Fig. 1: run 1, supply network
Pins as bars on the die edge.
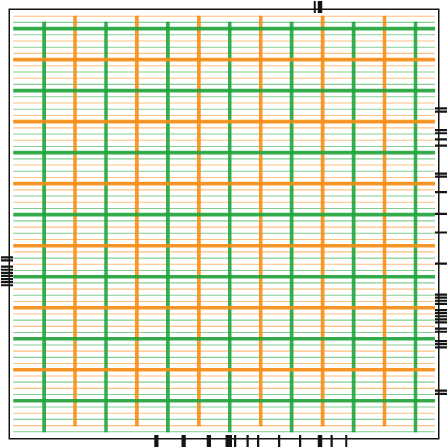
Fig. 2: run 1, clock wiring as the flow saved it
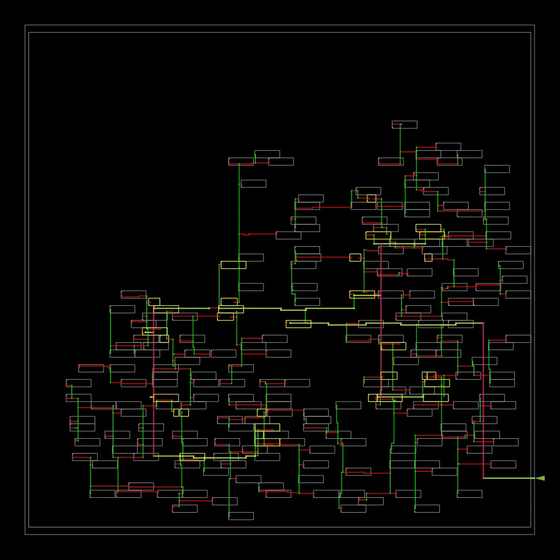
Fig. 3: run 1, zoomed window
Window x 22 to 72, y 116 to 166 um. Cells in gray, sequential cells in the stronger gray; small squares are vias.
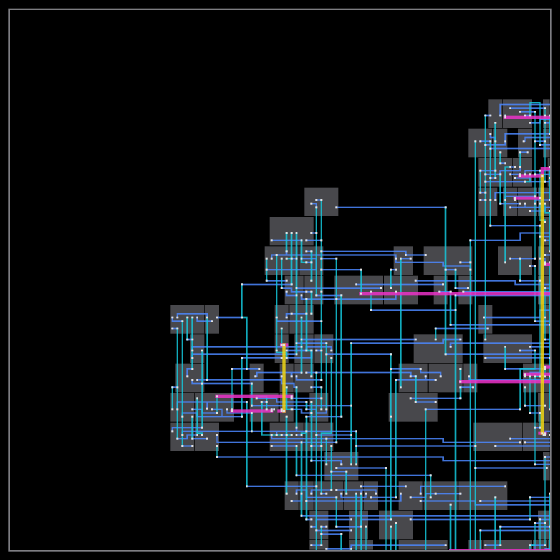
File: config.mk
export PLATFORM = sky130hd
export DESIGN_NAME = rsa_modexp_core
export DESIGN_NICKNAME = d
export VERILOG_FILES = /design/src/rtl/rsa_pkg.sv /design/src/rtl/rsa_modmult.sv /design/src/rtl/rsa_modexp_core.sv
export SDC_FILE = /design/constraint.sdc
export NUM_CORES = 1
export LEC_CHECK = 0
export ABC_CLOCK_PERIOD_IN_PS = 8300
export CAP_MARGIN = 20
export CORE_MARGIN = 1
export CORE_UTILIZATION = 34
export CTS_CLUSTER_DIAMETER = 120
export CTS_CLUSTER_SIZE = 10
export DETAILED_ROUTE_END_ITERATION = 6
export SYNTH_ARGS = -nofsm -noshare
export SYNTH_HDL_FRONTEND = slang
export SYNTH_HIERARCHICAL = 1
export SYNTH_SLANG_ARGS = --single-unit
File: constraint.sdc
create_clock -name clk -period 8.3 [get_ports clk]
set_clock_uncertainty 0.05 [all_clocks]
set_input_delay 1.66 -clock clk [delete_from_list [all_inputs] [get_ports clk]]
set_output_delay 1.66 -clock clk [all_outputs]
set_load 0.02 [all_outputs]
File: src/rtl/rsa_pkg.sv
// Shared types and constants for the RSA modular-exponentiation engine.
package rsa_pkg;

  typedef enum logic [2:0] {
    IDLE,
    CHECK,
    MUL,
    SQR,
    NEXT,
    DONE
  } state_e;

  localparam logic [1:0] KEY_E = 2'd0;
  localparam logic [1:0] KEY_D = 2'd1;
  localparam logic [1:0] KEY_N = 2'd2;

  localparam logic MODE_ENC = 1'b0;
  localparam logic MODE_DEC = 1'b1;

  // Start-to-done latency for valid operands, in clock cycles.
  function automatic int unsigned LAT(input int unsigned width, input int unsigned exp_w);
    return 3 + exp_w * (2 * (width + 1) + 1);
  endfunction

endpackage

File: src/rtl/rsa_modmult.sv
// Interleaved shift-add modular multiplier: p = a*b mod n, one bit of a per
// cycle MSB first; requires b < n. One load cycle plus WIDTH iterate cycles.
module rsa_modmult
  import rsa_pkg::*;
#(
  parameter int unsigned WIDTH = 16
) (
  input  logic             clk,
  input  logic             rst_n,
  input  logic             start_i,
  input  logic [WIDTH-1:0] a_i,
  input  logic [WIDTH-1:0] b_i,
  input  logic [WIDTH-1:0] n_i,
  output logic             done_o,
  output logic [WIDTH-1:0] p_o
);

  localparam int unsigned RW = WIDTH + 2;
  localparam int unsigned CW = $clog2(WIDTH + 1);

  logic [WIDTH-1:0] r_q, r_d;
  logic [WIDTH-1:0] a_q, a_d;
  logic [WIDTH-1:0] b_q, b_d;
  logic [WIDTH-1:0] n_q, n_d;
  logic [CW-1:0]    cnt_q, cnt_d;
  logic             done_q, done_d;
  logic [RW-1:0]    sum_c, sub1_c, sub2_c;

  always_comb begin
    r_d    = r_q;
    a_d    = a_q;
    b_d    = b_q;
    n_d    = n_q;
    cnt_d  = cnt_q;
    done_d = 1'b0;
    sum_c  = '0;
    sub1_c = '0;
    sub2_c = '0;
    if (start_i) begin
      r_d   = '0;
      a_d   = a_i;
      b_d   = b_i;
      n_d   = n_i;
      cnt_d = CW'(WIDTH);
    end else if (cnt_q != '0) begin
      // 2r + b < 3n, so at most two conditional subtractions restore r < n.
      sum_c  = {1'b0, r_q, 1'b0} + (a_q[WIDTH-1] ? RW'(b_q) : RW'(0));
      sub1_c = (sum_c >= RW'(n_q)) ? sum_c - RW'(n_q) : sum_c;
      sub2_c = (sub1_c >= RW'(n_q)) ? sub1_c - RW'(n_q) : sub1_c;
      r_d    = WIDTH'(sub2_c);
      a_d    = {a_q[WIDTH-2:0], 1'b0};
      cnt_d  = cnt_q - CW'(1);
      done_d = (cnt_q == CW'(1));
    end
  end

  always_ff @(posedge clk or negedge rst_n) begin
    if (!rst_n) begin
      r_q    <= '0;
      a_q    <= '0;
      b_q    <= '0;
      n_q    <= '0;
      cnt_q  <= '0;
      done_q <= 1'b0;
    end else begin
      r_q    <= r_d;
      a_q    <= a_d;
      b_q    <= b_d;
      n_q    <= n_d;
      cnt_q  <= cnt_d;
      done_q <= done_d;
    end
  end

  assign done_o = done_q;
  assign p_o    = r_q;

endmodule

File: src/rtl/rsa_modexp_core.sv
// Constant-time RSA modular exponentiation (right-to-left square-and-multiply)
// with programmable e/d/n key registers and a start/done handshake.
module rsa_modexp_core
  import rsa_pkg::*;
#(
  parameter int unsigned WIDTH = 16,
  parameter int unsigned EXP_W = WIDTH
) (
  input  logic             clk,
  input  logic             rst,
  input  logic             key_we,
  input  logic [1:0]       key_sel,
  input  logic [WIDTH-1:0] key_data,
  input  logic             start,
  input  logic             mode,
  input  logic [WIDTH-1:0] data_in,
  output logic             busy,
  output logic             done,
  output logic [WIDTH-1:0] result,
  output logic             err
);

  localparam int unsigned    BCW      = (EXP_W > 1) ? $clog2(EXP_W) : 1;
  localparam logic [BCW-1:0] LAST_BIT = BCW'(EXP_W - 1);

  state_e           state_q, state_d;
  logic [EXP_W-1:0] ekey_q, ekey_d;
  logic [EXP_W-1:0] dkey_q, dkey_d;
  logic [WIDTH-1:0] nkey_q, nkey_d;
  logic [EXP_W-1:0] exp_q, exp_d;
  logic [BCW-1:0]   bit_q, bit_d;
  logic [WIDTH-1:0] base_q, base_d;
  logic [WIDTH-1:0] acc_q, acc_d;
  logic             kick_q, kick_d;
  logic             chk_err_q, chk_err_d;
  logic             busy_q, busy_d;
  logic             done_q, done_d;
  logic             err_q, err_d;
  logic [WIDTH-1:0] result_q, result_d;

  logic             mm_start_c;
  logic [WIDTH-1:0] mm_a_c;
  logic             mm_done;
  logic [WIDTH-1:0] mm_p;

  rsa_modmult #(
    .WIDTH(WIDTH)
  ) u_modmult (
    .clk    (clk),
    .rst_n  (rst),
    .start_i(mm_start_c),
    .a_i    (mm_a_c),
    .b_i    (base_q),
    .n_i    (nkey_q),
    .done_o (mm_done),
    .p_o    (mm_p)
  );

  always_comb begin
    state_d    = state_q;
    ekey_d     = ekey_q;
    dkey_d     = dkey_q;
    nkey_d     = nkey_q;
    exp_d      = exp_q;
    bit_d      = bit_q;
    base_d     = base_q;
    acc_d      = acc_q;
    kick_d     = 1'b0;
    chk_err_d  = chk_err_q;
    busy_d     = busy_q;
    done_d     = 1'b0;
    err_d      = err_q;
    result_d   = result_q;
    mm_start_c = 1'b0;
    mm_a_c     = acc_q;

    unique case (state_q)
      IDLE: begin
        if (start) begin
          state_d = CHECK;
          busy_d  = 1'b1;
          base_d  = data_in;
          acc_d   = WIDTH'(1);
          exp_d   = (mode == MODE_DEC) ? dkey_q : ekey_q;
          bit_d   = '0;
        end else if (key_we) begin
          case (key_sel)
            KEY_E:   ekey_d = EXP_W'(key_data);
            KEY_D:   dkey_d = EXP_W'(key_data);
            KEY_N:   nkey_d = key_data;
            default: ;
          endcase
        end
      end
      CHECK: begin
        chk_err_d = (nkey_q < WIDTH'(2)) || (base_q >= nkey_q);
        if (chk_err_d) begin
          state_d = DONE;
        end else begin
          state_d = MUL;
          kick_d  = 1'b1;
        end
      end
      MUL: begin
        // First multiply is launched from the registered kick; the square is
        // launched on the same edge that retires the multiply.
        mm_start_c = kick_q;
        if (mm_done) begin
          acc_d      = exp_q[0] ? mm_p : acc_q;
          mm_start_c = 1'b1;
          mm_a_c     = base_q;
          state_d    = SQR;
        end
      end
      SQR: begin
        if (mm_done) begin
          base_d  = mm_p;
          state_d = NEXT;
        end
      end
      NEXT: begin
        exp_d = exp_q >> 1;
        bit_d = bit_q + BCW'(1);
        if (bit_q == LAST_BIT) begin
          state_d = DONE;
        end else begin
          mm_start_c = 1'b1;
          state_d    = MUL;
        end
      end
      DONE: begin
        state_d  = IDLE;
        done_d   = 1'b1;
        busy_d   = 1'b0;
        err_d    = chk_err_q;
        result_d = chk_err_q ? '0 : acc_q;
      end
      default: state_d = IDLE;
    endcase
  end

  always_ff @(posedge clk or negedge rst) begin
    if (!rst) begin
      state_q   <= IDLE;
      ekey_q    <= '0;
      dkey_q    <= '0;
      nkey_q    <= '0;
      exp_q     <= '0;
      bit_q     <= '0;
      base_q    <= '0;
      acc_q     <= '0;
      kick_q    <= 1'b0;
      chk_err_q <= 1'b0;
      busy_q    <= 1'b0;
      done_q    <= 1'b0;
      err_q     <= 1'b0;
      result_q  <= '0;
    end else begin
      state_q   <= state_d;
      ekey_q    <= ekey_d;
      dkey_q    <= dkey_d;
      nkey_q    <= nkey_d;
      exp_q     <= exp_d;
      bit_q     <= bit_d;
      base_q    <= base_d;
      acc_q     <= acc_d;
      kick_q    <= kick_d;
      chk_err_q <= chk_err_d;
      busy_q    <= busy_d;
      done_q    <= done_d;
      err_q     <= err_d;
      result_q  <= result_d;
    end
  end

  assign busy   = busy_q;
  assign done   = done_q;
  assign err    = err_q;
  assign result = result_q;

endmodule

==> run summary, run 1 <==
From the run reports.

- The run finished with clean final reports.
- The report lists the number of standard-cell rows as 67.
- The source of the critical timing path reads u_modmult/a_q[15]$_DFFE_PN0P_.
- The type of the worst setup path is flop to flop.
- The adder-cell share of the synthesized area is 0.0766.
- The worst-case reg-to-reg setup slack stands at 0.59 ns.
- Measured on the final layout, the clock distribution area share stands at 0.0434.
- The largest non-sequential cell family by area is AND-OR/OR-AND gates.
- Of the total standard cell area in the layout, the sequential portion is 0.366.
- The pin count of the biggest net entering global routing is 118.
- The inserted tap cell count reads 448.
- The endpoint of the worst setup timing path reads u_modmult/p_o[1]$_DFFE_PN0P_.
- Of the total synthesized cell area, the portion taken by AND, OR, NAND and NOR gates is 0.141.
- The final routed wirelength across all metal layers is 30.4 mm.
- The transition time recorded at the tightest slew-check pin is 1.07 ns.
- CTS built an H-tree with a depth of 4.
- The number of warnings the tools reported is 30.
- In the final design, more cell area goes to combinational gates than to any other class.
- The script logs the ratio of routed vias to standard cells as 5.22.
- The top flip-flop cell by instance count after synthesis reads dfrtp_1.
- The critical-path maximum fanout reads 17.
- In this build the clock could be raised as far as 130 MHz.
- The half-perimeter wire length after detailed placement is 22.6 mm.
- The via count of the first global-routing pass is 8629.
- Per the layout report, the design carries 3356 filler cells.
- The final timing report derives a shortest allowable period of 7.71 ns.
- The netlist area before placement is 0.0117 mm^2.
- The placement-stage worst setup slack reads 0.723 ns.
- The destination of the worst register-to-register timing path reads u_modmult/p_o[1]$_DFFE_PN0P_.
- The floorplan core density is 0.348.
- The CTS tree reads yes.
- The number of clock-tree buffers in the layout is 17.
- The proportion of final cell area spent on non-clock buffers reads 0.0510.
- The first detailed-routing pass ran for 5 iterations.
- The total number of clock tree sinks reads 194.
- The endpoint class of the critical path reads a flop.
- The final antenna diode count reads 0.
- The via count of the routed design is 8842.
- The leftover overflow at the end of global routing reads 0.
- The number of warning messages in the yosys log is 6.
- The post-synthesis chip area from yosys reads 0.0117 mm^2.
- Setup repair after global routing left no endpoint under its margin.
- The most frequent logic cell in the layout reads dfrtp_1.
- In this run the mean area of a mapped cell was 9.74 um^2.
- The number of top-level pins reads 58.
- Relative to the synthesized area, the layout overhead comes to 13.2%.
- The count of buffers added on input and output ports is 57.
- The number of nets at floorplan is 1312.
- Pins over their slew limit in the final report were tallied at 0.
- The overall global routing resource usage is 0.175.
- The worst hold-check path type reads flop to flop.
- Endpoints with negative setup slack in the final report add up to 0.
- The routability congestion estimate from global placement reads 0.908.
- The final timing report lists a hold violation count of 0.
- The flop and latch count out of synthesis is 194.
- In the final routed layout, each cell accounts on average for 17.9 um.
- The footprint of the flip-flops and latches reads 0.00485 mm^2.
- The combinational gate area reads 0.00639 mm^2.
- The wire length of the first global-routing pass reads 48.6 mm.
- Data arrives at the worst endpoint at 7.93 ns.
- The chip occupies 0.0352 mm^2.
- Counting along the longest clock path gives a buffer depth of 2.
- The period utilization is 0.928.
- The number of buffers other than clock buffers in the final layout is 67.
- The share of flip-flops with an asynchronous set or reset after synthesis reads 1.00.
- The worst slew slack as a fraction of its limit reads 0.284.
- The most common logic cells in the final layout are dfrtp_1, nand2_1, o21ai_0, mux2_2, ha_1.
- The clock transition at the registers of the reported paths is 0.08 ns.
- The type of origin of the critical path reads a flop.
- The initial antenna violation count reads 0.
- The run reported a max-capacitance violation count of 0.
- The multi-input logic portion of the cell area reads 0.481.
- The post-CTS resize count is 0.
- The xor/xnor share of the synthesized area is 0.0269.
- For the worst flop-to-flop path, the logic depth is 27.
- The final net count is 1341.
- Summed over all failing endpoints, the final setup total negative slack is 0 ns.
- Per the final layout report, the fraction of cells sized above drive strength 1 comes to 0.124.
- In this run, post-CTS hold repair placed 0 buffers.
- In this run the post-CTS setup repair buffer count came out at 0.
- For this run, combinational gates with multiple inputs come to 896.
- The cell count after synthesis reads 1203.
- The mux share of post-synthesis cell area reads 0.135.
- Nets still carrying antenna violations after routing amount to 0.
- Counting distinct cell types in the post-synthesis netlist gives 79.
- The proportion of synthesized chip area in sequential cells is 0.414.
- The final timing report gives a worst setup slack of 0.595 ns.
- The startpoint of the lowest-slack register-to-register path reads u_modmult/a_q[15]$_DFFE_PN0P_.
- In this run, the synthesized area fraction spent on AND-OR/OR-AND gates is recorded as 0.163.
- TritonRoute reported its final design rule violation total as 0.
- The synthesized design contains 0 enable-type register cells.
- The required time of the worst setup path is 8.52 ns.
- The number of buffers created by CTS reads 17.
- The number of cells in Yosys stat is 1203.
- The tree is rooted in a clkbuf_16.
- The inverter count of the layout excluding clock inverters reads 56.
- The violation count after the first detailed-routing iteration reads 726.
## Picture notes: Fig. 1
VSS -> green
VDD -> orange
signal pins = 58
met1 rails = 68
rows = 67
met5 straps = 13
chip height: 188 um
area of the core: 0.0337 mm^2
die x size: 188 um

## Picture notes: Fig. 2
Clock Latency Late Sink: 0.44 ns
flop count: 194

## Picture notes: Fig. 3
met1 -> blue
met3 -> magenta
met2 -> cyan
met4 -> yellow
sequential cells in the window = 0
cells with their middle in the window = 69
most frequent = nand2_1 (9)

## run 1: Yosys cell counts (6+ instances only)
cell type	instances	area, um^2
a211oi_1	9	67.6
a21o_1	19	143
a21oi_1	51	255
a31oi_1	10	62.6
and2_1	19	119
buf_2	7	35.0
clkbuf_1	40	150
dfrtp_1	194	4850
ha_1	67	838
inv_1	56	210
mux2_2	75	845
mux2_4	12	180
mux2i_1	56	561
nand2_1	167	627
nand2b_1	25	156
nand3_1	21	105
nand4_1	8	50.1
nor2_1	49	184
nor2b_1	9	56.3
nor3_1	13	65.1
o211ai_1	22	165
o21a_1	6	45.0
o21ai_0	124	621
xnor2_1	26	228
xor2_1	10	87.6
## run 1: how the worst min path moves through the flow
| stage | startpoint | to | slack (ns) | depth (start not counted) |
|---|---|---|---|---|
| CTS | exp_q[6]$_DFFE_PN0P_ | exp_q[5]$_DFFE_PN0P_ | 0.43 | 2 |
| floorplan | exp_q[1]$_DFFE_PN0P_ | exp_q[0]$_DFFE_PN0P_ | 0.39 | 2 |
| global placement | exp_q[6]$_DFFE_PN0P_ | exp_q[5]$_DFFE_PN0P_ | 0.40 | 2 |
| global route | busy$_DFFE_PN0P_ | busy$_DFFE_PN0P_ | 0.46 | 1 |
| finish | exp_q[6]$_DFFE_PN0P_ | exp_q[5]$_DFFE_PN0P_ | 0.42 | 2 |
| detailed placement | exp_q[3]$_DFFE_PN0P_ | exp_q[2]$_DFFE_PN0P_ | 0.41 | 2 |
## run 1: metrics by stage
| stage | cell area [um^2] | cells | hold slack, ns | utilization |
|---|---|---|---|---|
| after floorplan | 11700 | 1203 | 0.395 | - |
| after global placement | 12600 | 1658 | 0.401 | 0.375 |
| after detailed placement | 12600 | 1658 | 0.413 | 0.375 |
| after CTS | 13200 | 1690 | 0.430 | 0.392 |
| after global routing | 13300 | 1693 | 0.457 | 0.394 |
| final | 13300 | 1693 | 0.421 | 0.394 |
## run 1: per-layer routing
metal	vias up	GRT usage	wire length, um
li1	4327	-	-
met1	4316	0.242	14800
met2	173	0.284	14100
met3	26	0.0307	1140
met4	0	0.0419	423
met5	-	0	0
## run 1: worst max-delay path: stages, from the launching register on
cell and delay (ns):
dfrtp_1 0.54, and2_1 0.23, ha_1 0.22, fa_1 0.41, a21o_1 0.19, a21oi_1 0.25
o31a_2 0.26, o21bai_1 0.08, a21oi_1 0.17, xnor2_1 0.20, ha_1 0.36, a211oi_1 0.28
nand2_1 0.10, o21ai_0 0.29, o21ai_0 0.19, a31oi_1 0.40, nand2_4 0.24, mux2i_1 0.26
inv_1 0.07, ha_1 0.35, nor2b_1 0.17, o31a_1 0.27, o311ai_1 0.43, nand3_1 0.13
a31oi_1 0.36, o211ai_2 0.30, o21ai_1 0.51, o221ai_1 0.23
## Run 2: what changed since run 1
--- a/config.mk
+++ b/config.mk
@@ -7,11 +7,11 @@
 export LEC_CHECK = 0
 export ABC_CLOCK_PERIOD_IN_PS = 8300
 export CAP_MARGIN = 20
-export CORE_MARGIN = 1
 export CORE_UTILIZATION = 34
 export CTS_CLUSTER_DIAMETER = 120
 export CTS_CLUSTER_SIZE = 10
 export DETAILED_ROUTE_END_ITERATION = 6
+export PLACE_DENSITY = 0.55
 export SYNTH_ARGS = -nofsm -noshare
 export SYNTH_HDL_FRONTEND = slang
 export SYNTH_HIERARCHICAL = 1
==> run summary, run 2 <==
From the run reports.

- The clock latency reported for the late side of the worst-skew pair came to 0.44 ns (about the same).
- Cells taking the most area after synthesis: dfrtp_1, mux2_2, ha_1 (unchanged).
- The netlist area before placement came to 0.0117 mm^2 (unchanged).
- The xor/xnor share of the synthesized area is 0.0269 (unchanged).
- RSZ-0062 raised after global routing: false (unchanged).
- The critical-path maximum fanout is 17 (unchanged).
- The proportion of synthesized chip area in sequential cells is 0.414 (unchanged).
- The period utilization is 0.913 (was 0.928).
- The post-synthesis simple-gate area fraction is 0.141 (unchanged).
- The largest non-sequential cell family by area is AND-OR/OR-AND gates (unchanged).
- The post-route DRC violation count is 0 (unchanged).
- The routability congestion estimate from global placement is 0.867 (was 0.908).
- The post-CTS setup repair buffer count reads 0 (unchanged).
- The aggregate negative setup slack reads 0 ns (unchanged).
- The number of max-cap violations reads 0 (unchanged).
- The via count of the routed design is 8853 (was 8842).
- The post-synthesis chip area from yosys came to 0.0117 mm^2 (unchanged).
- The top flip-flop cell by instance count after synthesis was dfrtp_1 (unchanged).
- The adder-cell share of the synthesized area is 0.0766 (unchanged).
- The initial antenna violation count reads 0 (unchanged).
- The maximum clock path buffer count was 2 (unchanged).
- The mux share of post-synthesis cell area reads 0.135 (unchanged).
- The floorplan core density reads 0.348 (unchanged).
- The post-layout worst setup margin came to 0.726 ns (was 0.595 ns).
- The via count normalized by instance count reads 5.23 (was 5.22).
- The share of flip-flops with an asynchronous set or reset after synthesis is 1.00 (unchanged).
- The number of filler cells placed in the layout is 3359 (was 3356).
- The overall global routing resource usage came to 0.179 (was 0.175).
- The overall die height reads 188 um (unchanged).
- The iteration tally of the first detailed-router pass reads 5 (unchanged).
- The peak clock frequency supported by timing is 132 MHz (was 130 MHz).
- The number of warnings the tools reported is 28 (was 30).
- The post-synth tally of flip-flops with integrated enable is 0 (unchanged).
- The arrival time reported for the critical path endpoint came to 7.86 ns (was 7.93 ns).
- The most frequent logic cell in the layout was dfrtp_1 (unchanged).
- The final net count was 1343 (was 1341).
- The remaining antenna violation count reads 0 (unchanged).
- The number of warning messages in the yosys log came to 6 (unchanged).
- The top-area cell type share of the netlist area is 0.414 (unchanged).
- The core region area is 0.0337 mm^2 (unchanged).
- The most frequently used cell type in the post-synthesis netlist reads dfrtp_1 (unchanged).
- The aoi/oai-family share of the synthesized area is 0.163 (unchanged).
- The worst slew slack as a fraction of its limit reads 0.309 (was 0.284).
- The number of nets at floorplan was 1312 (unchanged).
- The width of the chip is 188 um (unchanged).
- The cell count after synthesis came to 1203 (unchanged).
- The cell type contributing the most total cell area after synthesis reads dfrtp_1 (unchanged).
- The wire length of the first global-routing pass is 49.0 mm (was 48.6 mm).
- The required time of the worst setup path is 8.59 ns (was 8.52 ns).
- The number of cells in Yosys stat is 1203 (unchanged).
- The total number of clock tree sinks reads 194 (unchanged).
- The placement-stage worst setup slack is 0.767 ns (was 0.723 ns).
- The flop and latch count out of synthesis reads 194 (unchanged).
- The clock transition at the registers of the reported paths is 0.07 ns (was 0.08 ns).
- The fraction of layout cells with a size suffix above 1 reads 0.124 (about the same).
- The count of final max-slew check failures reads 0 (unchanged).
- The half-perimeter wire length after detailed placement is 23.1 mm (was 22.6 mm).
- The worst-margin pin slew is 1.03 ns (was 1.07 ns).
- The area added between synthesis and finish is 13.4% (was 13.2%).
- The hold violation total from the final report was 0 (unchanged).
- The count of input and output buffers reads 57 (unchanged).
- The CTS tree is yes (unchanged).
- The type of origin of the critical path is a flop (unchanged).
- The worst hold-check path type is flop to flop (unchanged).
- The clock root buffer reads clkbuf_16 (unchanged).
- The pin count of the biggest net entering global routing is 91 (was 118).
- The count of final setup violators reads 0 (unchanged).
- Top cells by count, synth: dfrtp_1, nand2_1, o21ai_0 (unchanged).
- The routed length per instance is 18.2 um (was 17.9 um).
- The number of top-level pins is 58 (unchanged).
- The final antenna diode count is 0 (unchanged).
- The endpoint class of the critical path reads a flop (unchanged).
- The violation count after the first detailed-routing iteration is 539 (was 726).
- The post-layout minimum cycle time is 7.57 ns (was 7.71 ns).
- The number of buffers created by CTS came to 17 (unchanged).
- The number of distinct library cells after synthesis is 79 (unchanged).
- Top Layout Cells: dfrtp_1, nand2_1, o21ai_0, mux2_2, ha_1 (unchanged).
- The mean instance size in the synthesized netlist came to 9.74 um^2 (unchanged).
- The maximum level of the CTS H-tree reads 4 (unchanged).
- The via count of the first global-routing pass reads 8542 (was 8629).
- The leftover overflow at the end of global routing was 0 (unchanged).
- The final routed wirelength across all metal layers is 30.8 mm (was 30.4 mm).
- The type of the worst setup path is flop to flop (unchanged).
- Run status: finished clean (unchanged).
- The area of the chip reads 0.0352 mm^2 (unchanged).
run 2: cell counts after synthesis:
No cell type changed its count.
run 2: what timing repair did:
action / 4_1_cts / 5_1_grt
resized: 0 / 1
setup endpoints to repair: 0 / 1
hold buffers: 0 / 0
run 2: layout make-up:
cell class	instances	area (um^2)	share of cell area
Tap cell	448	561	0.0422
Clock inverter	12	156	0.0118
Inverter	56	210	0.0158
Multi-Input combinational cell	896	6380	0.480
Timing Repair Buffer	69	679	0.0511
Clock buffer	19	443	0.0333
Sequential cell	194	4850	0.365
run 2: per-stage QoR:
step | area (um^2) | hold slack (ns) | util | std cells
6_report | 13300 | 0.428 | 0.394 | 1694
5_1_grt | 13300 | 0.459 | 0.394 | 1694
4_1_cts | 13200 | 0.435 | 0.393 | 1691
3_5_place_dp | 12600 | 0.410 | 0.375 | 1660
3_3_place_gp | 12600 | 0.405 | 0.375 | 1660
2_1_floorplan | 11700 | 0.395 | - | 1203
run 2: routing by layer:
metal,vias up,track usage,wire (um)
li1,4342,-,-
met1,4302,0.257,15300
met2,182,0.279,13900
met3,27,0.0270,1110
met4,0,0.0472,510
met5,-,0,0
run 2: worst paths after layout:
kind	from	to	slack, ns	cells after the start
worst max-delay path	u_modmult/a_q[15]$_DFFE_PN0P_	u_modmult/p_o[1]$_DFFE_PN0P_	0.73	27
worst min-delay path	exp_q[4]$_DFFE_PN0P_	exp_q[3]$_DFFE_PN0P_	0.43	2
worst max register to register	u_modmult/a_q[15]$_DFFE_PN0P_	u_modmult/p_o[1]$_DFFE_PN0P_	0.73	27
worst min register to register	exp_q[4]$_DFFE_PN0P_	exp_q[3]$_DFFE_PN0P_	0.43	2
max in group asynchronous	rst	dkey_q[8]$_DFFE_PN0P_	5.81	2
min in group asynchronous	rst	done$_DFF_PN0_	1.19	1
run 2: cells by family after synthesis:
logic type / count (synthesis)
and+or+nand+nor: 346
adders and majority gates: 70
xor gates and xnor gates: 36
DFF: 194
muxes: 143
AOI/OAI and AO/OA: 301
buffers and inverters: 113
run 2: worst max-delay path: stages (launching register included):
cell and delay [ns]:
dfrtp_1 0.54, and2_1 0.23, ha_1 0.22, fa_1 0.41
a21o_1 0.19, a21oi_1 0.27, o31a_2 0.26, o21bai_1 0.07
a21oi_1 0.18, xnor2_1 0.22, ha_1 0.38, a211oi_1 0.30
nand2_1 0.10, o21ai_0 0.27, o21ai_0 0.17, a31oi_1 0.38
nand2_4 0.23, mux2i_1 0.26, inv_1 0.07, ha_1 0.35
nor2b_1 0.18, o31a_1 0.26, o311ai_1 0.42, nand3_1 0.13
a31oi_1 0.32, o211a_1 0.26, nand3_1 0.37, o221ai_1 0.37
Fig. 4: run 2, cell classes on the final placement
Bar = 50 um. Fill, decap, tap and diode cells in gray.
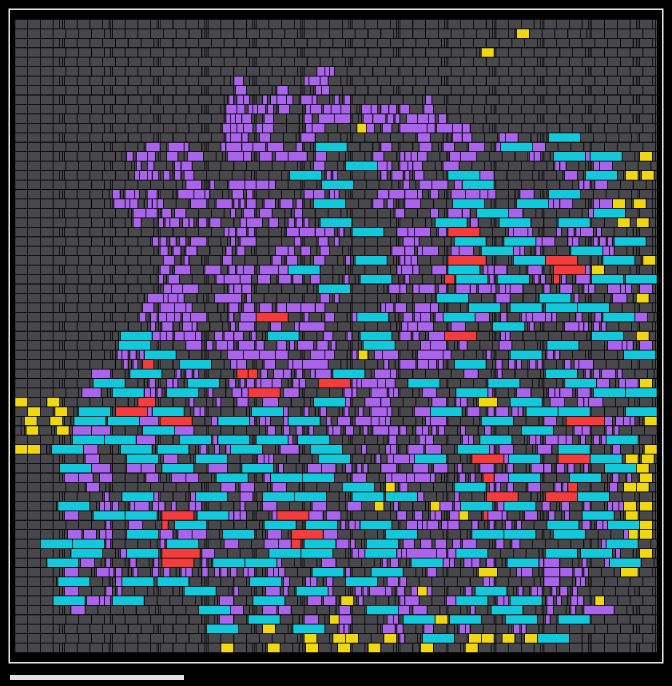
other buffers and delay cells -> yellow  # cells 69
clock drivers and dummy loads -> red  # cells 31
all other logic -> purple  # cells 952
flip-flops -> cyan  # cells 194
Core Rows: 67
final core utilization: 0.394

